## src/rtl/ula_exec.sv

```systemverilog
// Small sequential ALU: one-hot op select, 1-cycle logic/arith ops, optional shift-add multiply.
// Latency: 2 edges from accept (non-MUL), WIDTH+1 edges for MUL; result held in DONE until out_ready.
// Backpressure: in_ready only in IDLE; DONE holds outputs stable while out_ready is low. Macro: ULA_MUL_EN.
module ula_exec #(
    parameter int WIDTH = 4
) (
    input  logic               clk,
    input  logic               rst_n,
    input  logic [7:0]         op_sel,
    input  logic [WIDTH-1:0]   a,
    input  logic [WIDTH-1:0]   b,
    input  logic               in_valid,
    output logic               in_ready,
    output logic [2*WIDTH-1:0] result,
    output logic               carry,
    output logic               ovf,
    output logic               zero,
    output logic               err,
    output logic               out_valid,
    input  logic               out_ready
);

    localparam int CW = $clog2(WIDTH + 1);

    typedef enum logic [1:0] {IDLE, EXEC, DONE} state_t;

    state_t             state;
    state_t             state_nxt;
    logic [7:0]         op_q;
    logic [WIDTH-1:0]   a_q;
    logic [WIDTH-1:0]   b_q;
    logic [CW-1:0]      cnt;
    logic               legal;
    logic               mul_op;
    logic               exec_last;
    logic [WIDTH:0]     sum;
    logic [WIDTH:0]     dif;
    logic [2*WIDTH-1:0] alu_res;
    logic               alu_c;
    logic               alu_v;

`ifdef ULA_MUL_EN
    logic [2*WIDTH-1:0] acc;
    logic [2*WIDTH-1:0] mcand;
    logic [WIDTH-1:0]   mplier;
    logic [2*WIDTH-1:0] mul_sum;

    assign mul_op  = (op_q == 8'h80);
    assign legal   = $onehot(op_q);
    assign mul_sum = acc + (mplier[0] ? mcand : '0);
`else
    assign mul_op  = 1'b0;
    assign legal   = $onehot(op_q) && !op_q[7];
`endif

    // MUL finishes after WIDTH iterations, everything else after one EXEC cycle
    assign exec_last = !mul_op || (cnt == CW'(WIDTH - 1));

    // State register
    always_ff @(posedge clk) begin
        if (!rst_n) state <= IDLE;
        else        state <= state_nxt;
    end

    // Next-state logic
    always_comb begin
        state_nxt = state;
        case (state)
            IDLE:    if (in_valid)  state_nxt = EXEC;
            EXEC:    if (exec_last) state_nxt = DONE;
            DONE:    if (out_ready) state_nxt = IDLE;
            default: state_nxt = IDLE;
        endcase
    end

    // Handshake outputs decoded from state
    always_comb begin
        in_ready  = (state == IDLE);
        out_valid = (state == DONE);
    end

    // Single-cycle ALU on captured operands; illegal selects yield all-zero result/flags
    always_comb begin
        sum     = {1'b0, a_q} + {1'b0, b_q};
        dif     = {1'b0, a_q} - {1'b0, b_q};
        alu_res = '0;
        alu_c   = 1'b0;
        alu_v   = 1'b0;
        if (legal) begin
            case (op_q)
                8'h01: begin
                    alu_res = {{WIDTH{1'b0}}, sum[WIDTH-1:0]};
                    alu_c   = sum[WIDTH];
                    alu_v   = (a_q[WIDTH-1] == b_q[WIDTH-1]) && (sum[WIDTH-1] != a_q[WIDTH-1]);
                end
                8'h02: begin
                    alu_res = {{WIDTH{1'b0}}, dif[WIDTH-1:0]};
                    alu_c   = dif[WIDTH];
                    alu_v   = (a_q[WIDTH-1] != b_q[WIDTH-1]) && (dif[WIDTH-1] != a_q[WIDTH-1]);
                end
                8'h04: alu_res = {{WIDTH{1'b0}}, a_q & b_q};
                8'h08: alu_res = {{WIDTH{1'b0}}, a_q | b_q};
                8'h10: alu_res = {{WIDTH{1'b0}}, a_q ^ b_q};
                8'h20: alu_res = {{WIDTH{1'b0}}, ~a_q};
                8'h40: begin
                    alu_res = {{WIDTH{1'b0}}, a_q[WIDTH-2:0], 1'b0};
                    alu_c   = a_q[WIDTH-1];
                end
`ifdef ULA_MUL_EN
                8'h80: alu_res = mul_sum;
`endif
                default: alu_res = '0;
            endcase
        end
    end

    // Operand capture, multiply iteration and result/flag registers (written only on DONE entry)
    always_ff @(posedge clk) begin
        if (!rst_n) begin
            op_q   <= '0;
            a_q    <= '0;
            b_q    <= '0;
            cnt    <= '0;
            result <= '0;
            carry  <= 1'b0;
            ovf    <= 1'b0;
            zero   <= 1'b0;
            err    <= 1'b0;
`ifdef ULA_MUL_EN
            acc    <= '0;
            mcand  <= '0;
            mplier <= '0;
`endif
        end else begin
            case (state)
                IDLE: if (in_valid) begin
                    op_q   <= op_sel;
                    a_q    <= a;
                    b_q    <= b;
                    cnt    <= '0;
`ifdef ULA_MUL_EN
                    acc    <= '0;
                    mcand  <= {{WIDTH{1'b0}}, a};
                    mplier <= b;
`endif
                end
                EXEC: if (exec_last) begin
                    result <= alu_res;
                    carry  <= alu_c;
                    ovf    <= alu_v;
                    zero   <= (alu_res == '0);
                    err    <= !legal;
                end else begin
                    cnt    <= cnt + 1'b1;
`ifdef ULA_MUL_EN
                    acc    <= mul_sum;
                    mcand  <= mcand << 1;
                    mplier <= mplier >> 1;
`endif
                end
                default: ;
            endcase
        end
    end

endmodule

```

## config.mk

```make
export PLATFORM = sky130hd
export DESIGN_NAME = ula_exec
export DESIGN_NICKNAME = d
export VERILOG_FILES = /design/src/rtl/ula_exec.sv
export SDC_FILE = /design/constraint.sdc
export NUM_CORES = 1
export LEC_CHECK = 0
export ABC_AREA = 1
export CORE_AREA = 3 3 62 64
export DETAILED_ROUTE_END_ITERATION = 8
export DIE_AREA = 0 0 65 67
export PLACE_DENSITY = 0.82
export SYNTH_ARGS = -nofsm -noshare
export SYNTH_HDL_FRONTEND = slang
export SYNTH_SLANG_ARGS = --single-unit
```

## constraint.sdc

```tcl
create_clock -name clk -period 10.27 [get_ports clk]
set_input_delay 1.027 -clock clk [delete_from_list [all_inputs] [get_ports clk]]
set_output_delay 1.027 -clock clk [all_outputs]
set_load 0.05 [all_outputs]
```

==> impl_metrics.json, run 1 <==
{
  "warning_count": 37,
  "dominant_cells": "combinational gates",
  "worst_slew_pin_slew_ps": 939.2,
  "crit_family": "adder cells",
  "dieArea_mm2": 0.004355,
  "cts-resized-gates": 0,
  "largest_reg_flops": 8,
  "p_clk_share_pct": 23.9,
  "n_antenna_cell": 0,
  "critPathMaxFanout": 6,
  "grtUsageMet1_pct": 27.35,
  "overflow": 0,
  "grt_max_degree": 34,
  "comb.multi_input.count": 196,
  "comb_power_share_pct": 37.4,
  "ff_count": 26,
  "final_cells": 342,
  "yosysSeqAreaShare_pct": 27.98,
  "ff_type": "dfxtp_1",
  "pwr_density_cell_mw_per_mm2": 134.9,
  "period_needed_ps": 3628,
  "status": "completed",
  "fill_cells": 311,
  "clock_sink_count": 26,
  "grt.busiest_layer": "met2",
  "netlist_logic_family_top": "simple AND/OR/NAND/NOR gates",
  "hold_path_class": "reg2reg",
  "wl_met3_um": 248,
  "synth-seq-cells": 26,
  "worstSetupStartpointType": "flop",
  "crit_path_end": "carry",
  "placed_area_mm2": 0.002155,
  "yosys.area.top_type_share_pct": 27.98,
  "async_flop_share_pct": 0,
  "setup_ws_ps": 6642,
  "dp_worst_setup_slack_ps": 6796,
  "synth_cell_types": 26,
  "drc": 0,
  "rows": 21,
  "relSlewSlack_pct": 37.24,
  "startpoint": "op_q[3]",
  "ys_cells": 271,
  "nonClockInverterCount": 41,
  "comb_area_mm2": 0.001132,
  "cap_violations": 0,
  "maxPowerGroup": "registers",
  "ys_sh_aoi_pct": 15.47,
  "route.met2.wl_um": 1835,
  "synthAdderAreaFrac_pct": 18.56,
  "rr_endpoint": "carry",
  "drtIter0Drc": 79,
  "syn_area_mm2": 0.001861,
  "nNetsFinal": 341,
  "place_inst": 338,
  "hpwl_um": 3102,
  "nonClkBufAreaFrac_pct": 13.15,
  "fmax_mhz": 275.7,
  "r2r_cells": 15,
  "die_w_um": 65,
  "switching_share_pct": 36.66,
  "topCellsByArea": "dfxtp_1 (28%), ha_1 (12%), nand2_1 (12%)",
  "top_register": "op_q",
  "fin_crit_sh_pct": 35.32
}
Fig. 1: run 1, signal wires on met3
Scale: 8 px per µm. Cells faint in the background.
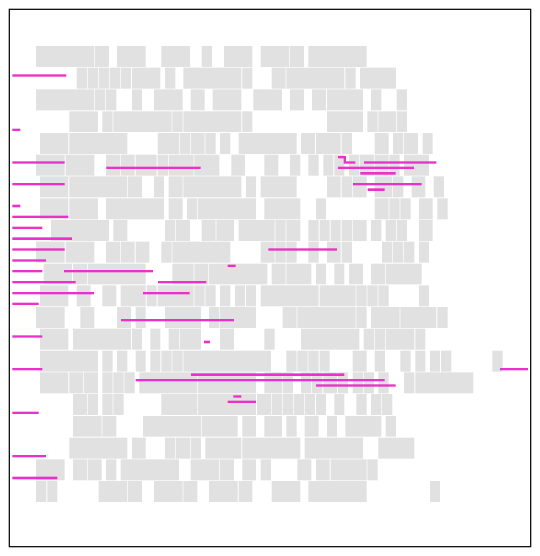
share of all routed wire = 6.0%
nets with wire on the layer = 35
main direction = horizontal
longest straight run = 30.8 µm
met3 Resource Use GR: 3.373%
vias: 1694
final WL: 4136 µm

Fig. 2: run 1, clock wiring as the flow saved it
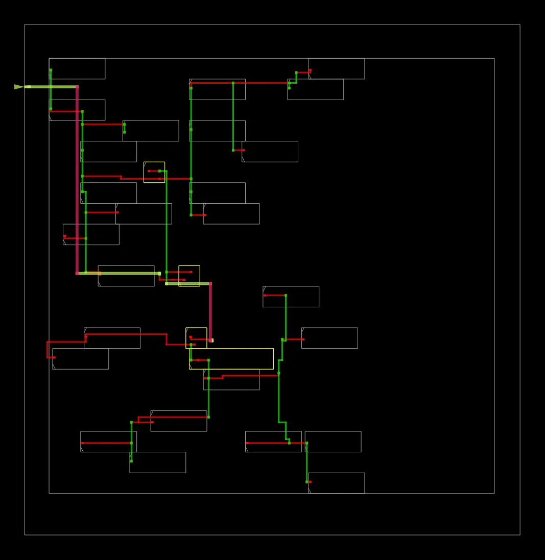
Clk power: 0.0000710 W
Post-Route Skew: 1.764 ps
number of clock buffers in the layout: 3
worst skew pair latency: 330 ps
CTS buffer count: 3

Fig. 3: run 1, placement by cell class
Scale: 8 px per µm.
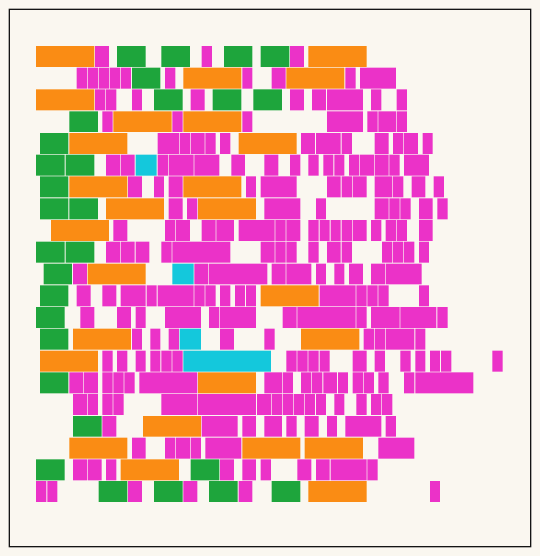
combinational and other logic -> magenta  # cells 237
sequential cells -> orange  # cells 26
clock drivers and dummy loads -> cyan  # cells 4
remaining buffers and delay cells -> green  # cells 29

Fig. 4: run 1, pin placement
Scale: 6 px per µm. Pins as bars across the die edge, other pins in gray.
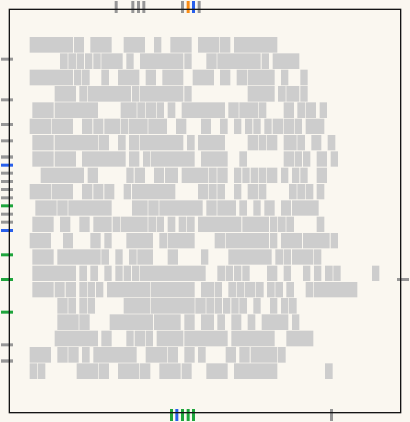
`op_sel` -> green  # pins 8, direction input, edge 4 bottom, 4 left
`ovf` -> orange  # pins 1, direction output, edge top
`a` -> blue  # pins 4, direction input, edge 2 left, 1 bottom, 1 top
all pins by edge = 19 left, 8 top, 6 bottom, 1 right

## Run 2: what changed since run 1
CORE_AREA = 3 3 67 69   (was 3 3 62 64)
DIE_AREA = 0 0 70 72   (was 0 0 65 67)
PLACE_DENSITY = 0.75   (was 0.82)
clock period = 3.1 ns   (was 10.27 ns; I/O delays follow)
Fig. 5: run 2, pin placement
Scale: 4 px per µm. Pins as bars across the die edge, other pins in gray.
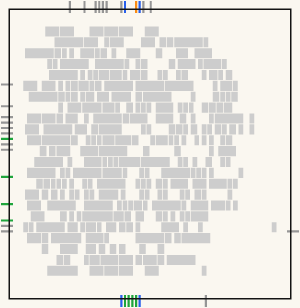
`op_sel` -> green  # pins 8, direction input, edge 4 bottom, 4 left
`ovf` -> orange  # pins 1, direction output, edge top
`a` -> blue  # pins 4, direction input, edge 2 bottom, 2 top
all pins by edge = 14 left, 12 top, 7 bottom, 1 right
Die H: 72 µm
die width: 70 µm
port bufs: 29

Fig. 6: run 2, placement by cell class
Scale: 8 px per µm.
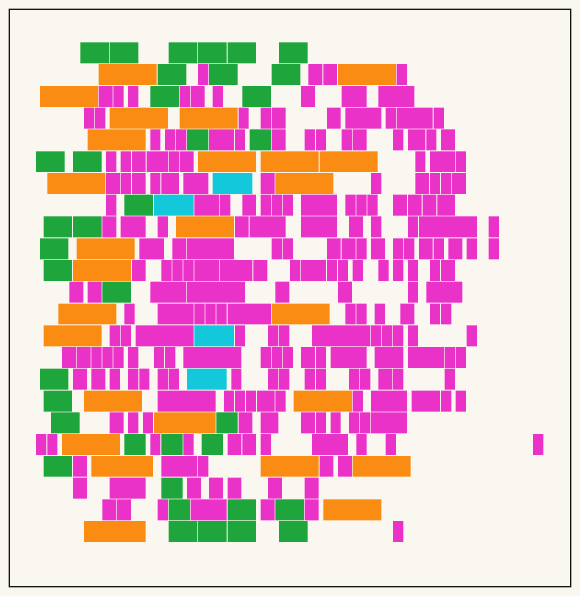
sequential cells -> orange  # cells 26
clock drivers and dummy loads -> cyan  # cells 4
remaining buffers and delay cells -> green  # cells 37
combinational and other logic -> magenta  # cells 237
final core occ: 58.19%
Core Region: 0.003971 mm²

Fig. 7: run 2, clock wiring as the flow saved it
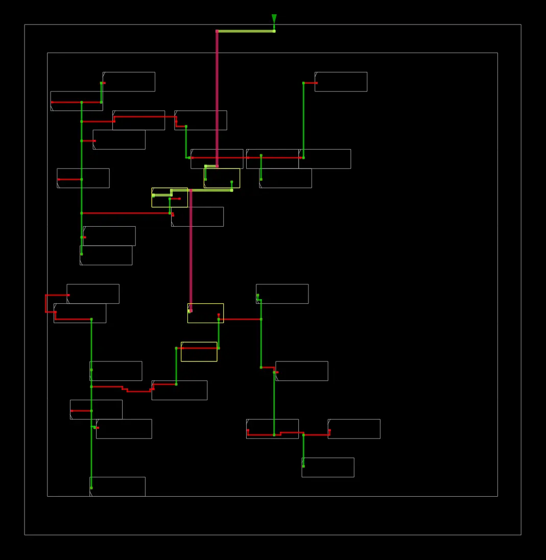
clock sinks: 26
Clk power: 0.000218 W
worst skew pair latency: 270 ps
number of clock buffers in the layout: 4

==> run 2 against run 1 <==
Against the previous run:
- synthesized cell count is the same
- the flow now finishes with violations (setup timing)
- first-iteration DRC count grew 46%
- largest power group is now combinational cells
- setup slack worse by 6900 ps
- clock power grew to 3.1 times the previous value
- via count rose by 4.8%
- sequential cell count did not move
- clock skew is 2.2 ps higher
- clock-buffer cell count rose by 1
- core utilization is 8.0 points lower
- synthesized area stayed put
- critical path type unchanged
- maximum frequency rose by 8.8%
==> impl_metrics.json, run 2 <==
{
  "status": "finished with violations",
  "violations": "setup timing",
  "warning_count": 40,
  "async_flop_share_pct": 0,
  "nonClockInverterCount": 41,
  "n_antenna_cell": 0,
  "placed_area_mm2": 0.002207,
  "cap_violations": 0,
  "nonClkBufAreaFrac_pct": 15.16,
  "hpwl_um": 3491,
  "fill_cells": 374,
  "cts_made_buffers": 3,
  "cts-resized-gates": 2,
  "drc": 0,
  "netlist_logic_family_top": "simple AND/OR/NAND/NOR gates",
  "clock_skew_ps": 3.976,
  "syn_area_mm2": 0.001861,
  "grtUsageMet1_pct": 22.59,
  "dp_worst_setup_slack_ps": -292.1,
  "comb_power_share_pct": 40.7,
  "nNetsFinal": 349,
  "place_inst": 348,
  "dominant_cells": "combinational gates",
  "final_cells": 354,
  "ys_cells": 271,
  "p_clk_share_pct": 21.5,
  "route.vias.total": 1775,
  "dieArea_mm2": 0.005040,
  "setup_ws_ps": -234.3,
  "ff_type": "dfxtp_1",
  "rows": 23,
  "yosys.area.top_type_share_pct": 27.98,
  "crit_path_end": "carry",
  "hold_path_class": "reg2reg",
  "synthAdderAreaFrac_pct": 18.56,
  "r2r_cells": 15,
  "drtIter0Drc": 115,
  "finalSetupViolCount": 8,
  "largest_reg_flops": 8,
  "grt_util_met3_pct": 2.909,
  "top_register": "op_q"
}
## Run 3: what changed since run 2
CORE_AREA = 3 3 62 64   (was 3 3 67 69)
DIE_AREA = 0 0 65 67   (was 0 0 70 72)
PLACE_DENSITY = 0.82   (was 0.75)
clock period = 4.1 ns   (was 3.1 ns; I/O delays follow)
Fig. 8: run 3, placement by cell class
Scale: 8 px per µm.
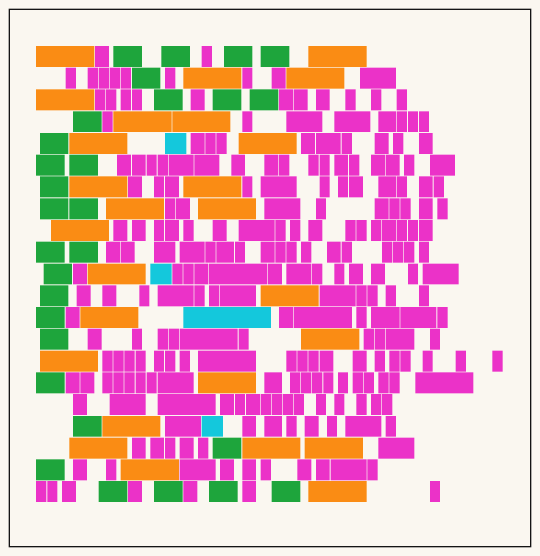
clock drivers and dummy loads -> cyan  # cells 4
sequential cells -> orange  # cells 26
combinational and other logic -> magenta  # cells 237
remaining buffers and delay cells -> green  # cells 29

Fig. 9: run 3, pin placement
Scale: 6 px per µm. Pins as bars across the die edge, other pins in gray.
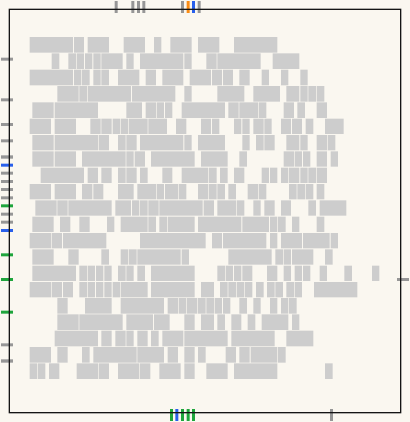
`ovf` -> orange  # pins 1, direction output, edge top
`op_sel` -> green  # pins 8, direction input, edge 4 bottom, 4 left
`a` -> blue  # pins 4, direction input, edge 2 left, 1 bottom, 1 top
all pins by edge = 19 left, 8 top, 6 bottom, 1 right

Fig. 10: run 3, clock wiring as the flow saved it
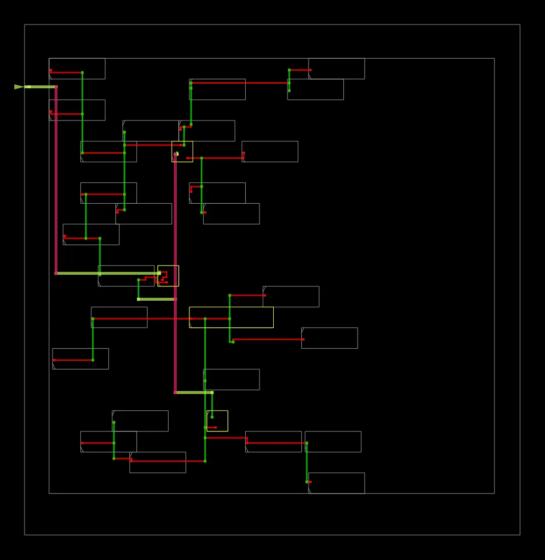
number of clock buffers in the layout: 3
Post-Route Skew: 3.862 ps

==> run 3 against run 2 <==
Against the previous run:
- the flow now finishes without violations
- cell area decreased by 4.5%
- total power down 27%
- clock skew hardly changed
- register-to-register slack improved by 810 ps
- critical endpoint unchanged
- largest cell class unchanged
- largest power group is now registers
==> impl_metrics.json, run 3 <==
{
  "comb_area_mm2": 0.001132,
  "r2r_cells": 15,
  "coreArea_mm2": 0.003337,
  "pg_clk_w": 0.000182,
  "nNetsFinal": 341,
  "period_needed_ps": 3520,
  "nonClkBufAreaFrac_pct": 13.15,
  "route.vias.total": 1735,
  "cts-resized-gates": 0,
  "status": "completed",
  "startpoint": "op_q[0]",
  "comb.multi_input.count": 196,
  "placed_area_mm2": 0.002155,
  "io-pin-count": 34,
  "syn_area_mm2": 0.001861,
  "synthAdderAreaFrac_pct": 18.56,
  "warning_count": 37,
  "dieArea_mm2": 0.004355,
  "clkLatencyLatePin_ps": 340,
  "grt.busiest_layer": "met2",
  "fill_cells": 317,
  "top_register": "op_q",
  "synth-seq-cells": 26,
  "route.met2.wl_um": 1824,
  "nonClockInverterCount": 41,
  "cap_violations": 0,
  "cts_made_buffers": 3,
  "hold_path_class": "reg2reg",
  "grt_util_met3_pct": 2.192,
  "overflow": 0,
  "netlist_logic_family_top": "simple AND/OR/NAND/NOR gates",
  "edf_count": 0,
  "synth_cell_types": 26,
  "fmax_mhz": 284.1,
  "die_w_um": 65,
  "ff_count": 26,
  "dominant_cells": "combinational gates",
  "clock_sink_count": 26,
  "place_inst": 338,
  "setup_ws_ps": 580.2,
  "relSlewSlack_pct": 36.46,
  "finalSetupViolCount": 0,
  "critPathMaxFanout": 6,
  "ys_sh_aoi_pct": 15.47,
  "ff_type": "dfxtp_1",
  "ys_cells": 271,
  "fin_util_pct": 66.14,
  "fin_crit_sh_pct": 85.85,
  "switching_share_pct": 36.77,
  "worst_slew_pin_slew_ps": 950.8,
  "topCellsByArea": "dfxtp_1 (28%), ha_1 (12%), nand2_1 (12%)",
  "worstSetupStartpointType": "flop",
  "final_cells": 342,
  "yosysSeqAreaShare_pct": 27.98,
  "drtIter0Drc": 113,
  "crit_family": "adder cells",
  "yosys.area.top_type_share_pct": 27.98,
  "maxPowerGroup": "registers",
  "reg2reg_slack_ps": 580,
  "drc": 0,
  "n_antenna_cell": 0,
  "dp_worst_setup_slack_ps": 596.4,
  "largest_reg_flops": 8,
  "pwr_density_cell_mw_per_mm2": 337.0,
  "cts_setup_buffers": 0,
  "hpwl_um": 3179,
  "rr_endpoint": "carry",
  "grtUsageMet1_pct": 27.82,
  "drt_wl_total_um": 4104,
  "wl_met3_um": 235,
  "p_clk_share_pct": 24.5,
  "die_height_um": 67,
  "comb_power_share_pct": 36.6
}
No activity file was given, so power comes from the tool's default toggle rates.
